Design rsc_dec_paddr_gen_flat, sky130hd; sources not shown.
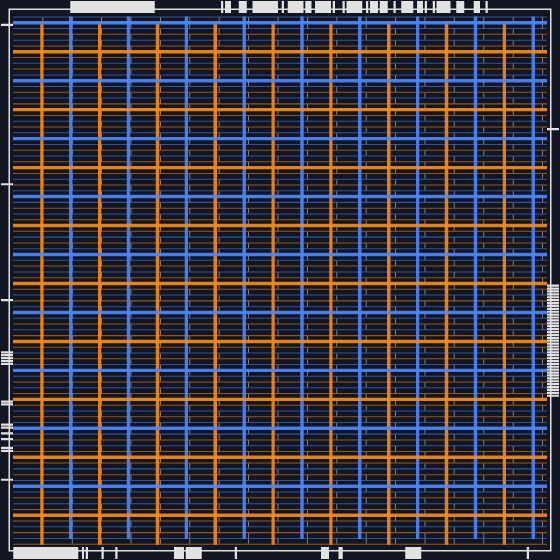
Fig. 1. PDN straps and rails.
Pins as bars on the die edge. Tap cells in grey.
Orange marks VSS. Blue marks VDD.
18 straps on met5. The core has 91 rows. 18 straps on met4. 253 signal pins sit on the boundary.
Max VDD drop: 0.281 mV
Die H: 254 um

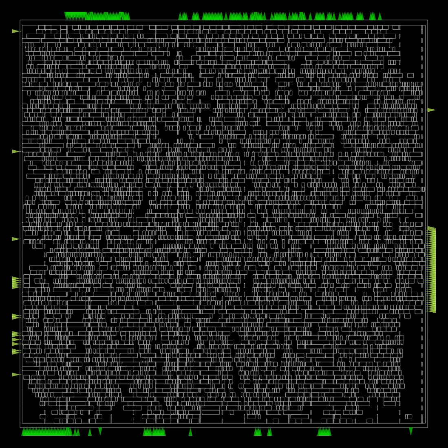
Fig. 2. Cell placement.
final std cells w/o fill: 6292
Tap Count: 837
Core Util, Final: 58.3%
fillers: 6243

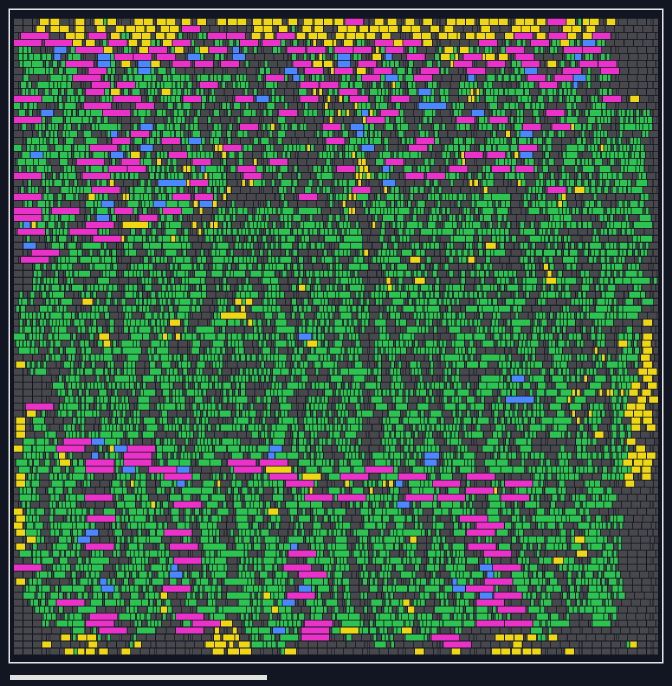
Fig. 3. Placed cells, one colour a class.
Scale bar: 100 um. Fill, decap, tap and diode cells in grey.
Green marks remaining logic cells, cells 4797. Blue marks clock drivers and dummy loads, cells 78. Magenta marks registers, cells 207. Yellow marks remaining buffers and delay cells, cells 371.
Post-Layout Inst Area: 36200 um^2
register share of the cell area: 14.0%
num rows: 91

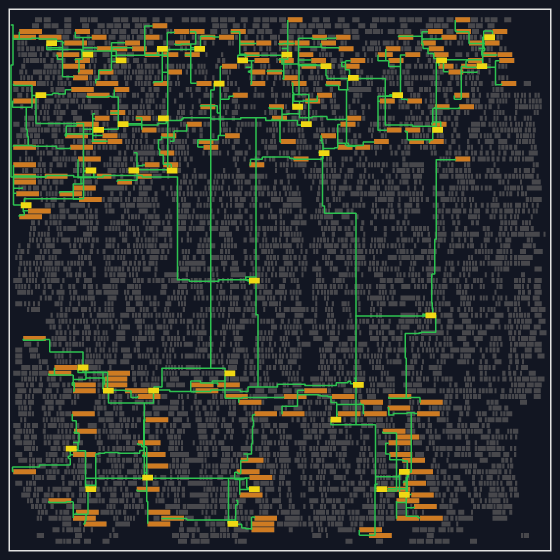
Fig. 4. Routed clock nets over the placement.
Yellow marks clock-net drivers, count 42. Orange marks flip-flops, count 207. Green marks clock wires, length 4320 um.
Position of the flops: all over the die.
clock share of power: 14.1%
Late-Pin Clk Latency: 0.67 ns
Clk. pwr: 1.35 mW
skew final: 0.0450 ns

==> qor.yml <==
cp_top_family: "simple AND/OR/NAND/NOR gates"
cts_made_buffers: 42
finalMaxSlewViolations: 0
reg2reg_slack_ns: 1.08
hold_ws_ns: 0.464
design.core.area_um2: 62100
cp-start-kind: "input pin"
yosysWarnings: 0
ant_nets: 0
ios: 253
outcome: "finished, final reports clean"
via_per_inst: 5.69
netlist_top_cells_count: "nand2_1 (1389), inv_1 (718), nand3_1 (568)"
port_buffers: 221
register_area_um2: 5050
initCoreUtil_pct: 51.0
dp.cells: 6209
min_period_ns: 7.62
hold_class: "register to register"
initialDrtViolationCount: 3444
final_nets: 5946
min_path_cells: 2
grt_start_max_net_pins: 28
postSynthSeqShare_pct: 16.0
largest_area_cell: "nand2_1"
fmax_mhz: 131
## worst register-to-register path, delay by kind of cell (launching register included)
kind	cells	cell delay [ns]
AOI/OAI and AO/OA	3	0.31
buffers and inverters	6	0.69
DFF	1	0.50
adders and majority gates	6	2.18
xor gates and xnor gates	2	0.42
and+or+nand+nor	23	2.67
## cell type report
class / instances / share of cell area (%)
Clock buffer: 69 / 2.33
Timing Repair Buffer: 228 / 6.47
Tap cell: 837 / 2.89
Clock inverter: 9 / 0.380
Sequential cell: 207 / 14.0
Buffer: 143 / 2.08
Antenna cell: 2 / 0.0138
Multi-Input combinational cell: 4074 / 64.3
Inverter: 723 / 7.52
## logic make-up after synthesis
logic type / count (synthesis) / share of synthesized area [%]
flip-flops: 207 / 16.0
other: 1 / 0.0119
XOR/XNOR: 263 / 7.28
buffers and inverters: 866 / 10.9
adder cells (fa/ha/maj): 389 / 16.0
AND-OR/OR-AND: 764 / 13.8
AND/OR/NAND/NOR: 2654 / 36.0
## power breakdown
group          total, mW  internal (mW)  switching, mW  leakage, nW
registers           1.18           1.14         0.0395         1.77
clock network       1.35          0.768          0.581        0.518
logic               7.03           2.54           4.49         15.6
## what timing repair did
| action | in CTS | in global routing |
|---|---|---|
| resized | 4 | 44 |
| setup buffers | 0 | 1 |
| hold buffers | 0 | 0 |
| setup endpoints to repair | 52 | 52 |
| pin swaps | 0 | 3 |
## routing by layer
metal	up-vias	part of all wire, %	global-route usage (%)
met2	1668	44	60.1
met3	349	9.1	6.65
li1	17495	-	-
met5	-	0	0
met4	0	6.1	20.8
met1	16289	41	48.0
## per-stage QoR
stage	setup WS [ns]	power, mW
final	0.376	9.56
after global routing	-0.0736	10.4
after CTS	0.0266	9.38
after detailed placement	-0.911	8.01
after global placement	-1.10	7.96
after floorplan	1.19	6.39
## cell usage in the layout, fill, tap and decap left out, types with 11 or more instances in the layout
cell type | synthesis | final
ha_1 | 362 | 356
a31oi_1 | 35 | 35
edfxtp_1 | 91 | 91
a21o_1 | 22 | 22
buf_2 | 37 | 37
o22ai_1 | 28 | 26
a21oi_1 | 369 | 368
dfxtp_1 | 116 | 116
inv_1 | 718 | 706
xor2_1 | 166 | 161
a221oi_1 | 25 | 25
nand3b_1 | 40 | 40
inv_2 | 2 | 11
and2_1 | 57 | 57
o21ai_0 | 193 | 190
nand2_1 | 1389 | 1388
nor3_1 | 47 | 47
buf_4 | 14 | 16
xnor2_1 | 97 | 97
clkbuf_4 | 0 | 20
clkbuf_1 | 66 | 65
nand3_2 | 11 | 11
o21bai_1 | 22 | 22
nand2_2 | 17 | 18
clkbuf_8 | 0 | 52
a211oi_1 | 11 | 11
fa_1 | 27 | 27
nor2_1 | 444 | 442
nand3_1 | 568 | 568
nand4_1 | 54 | 54
clkdlybuf4s50_1 | 0 | 207
buf_6 | 15 | 15
buf_1 | 11 | 11
Power is estimated from default activity; no workload was simulated.
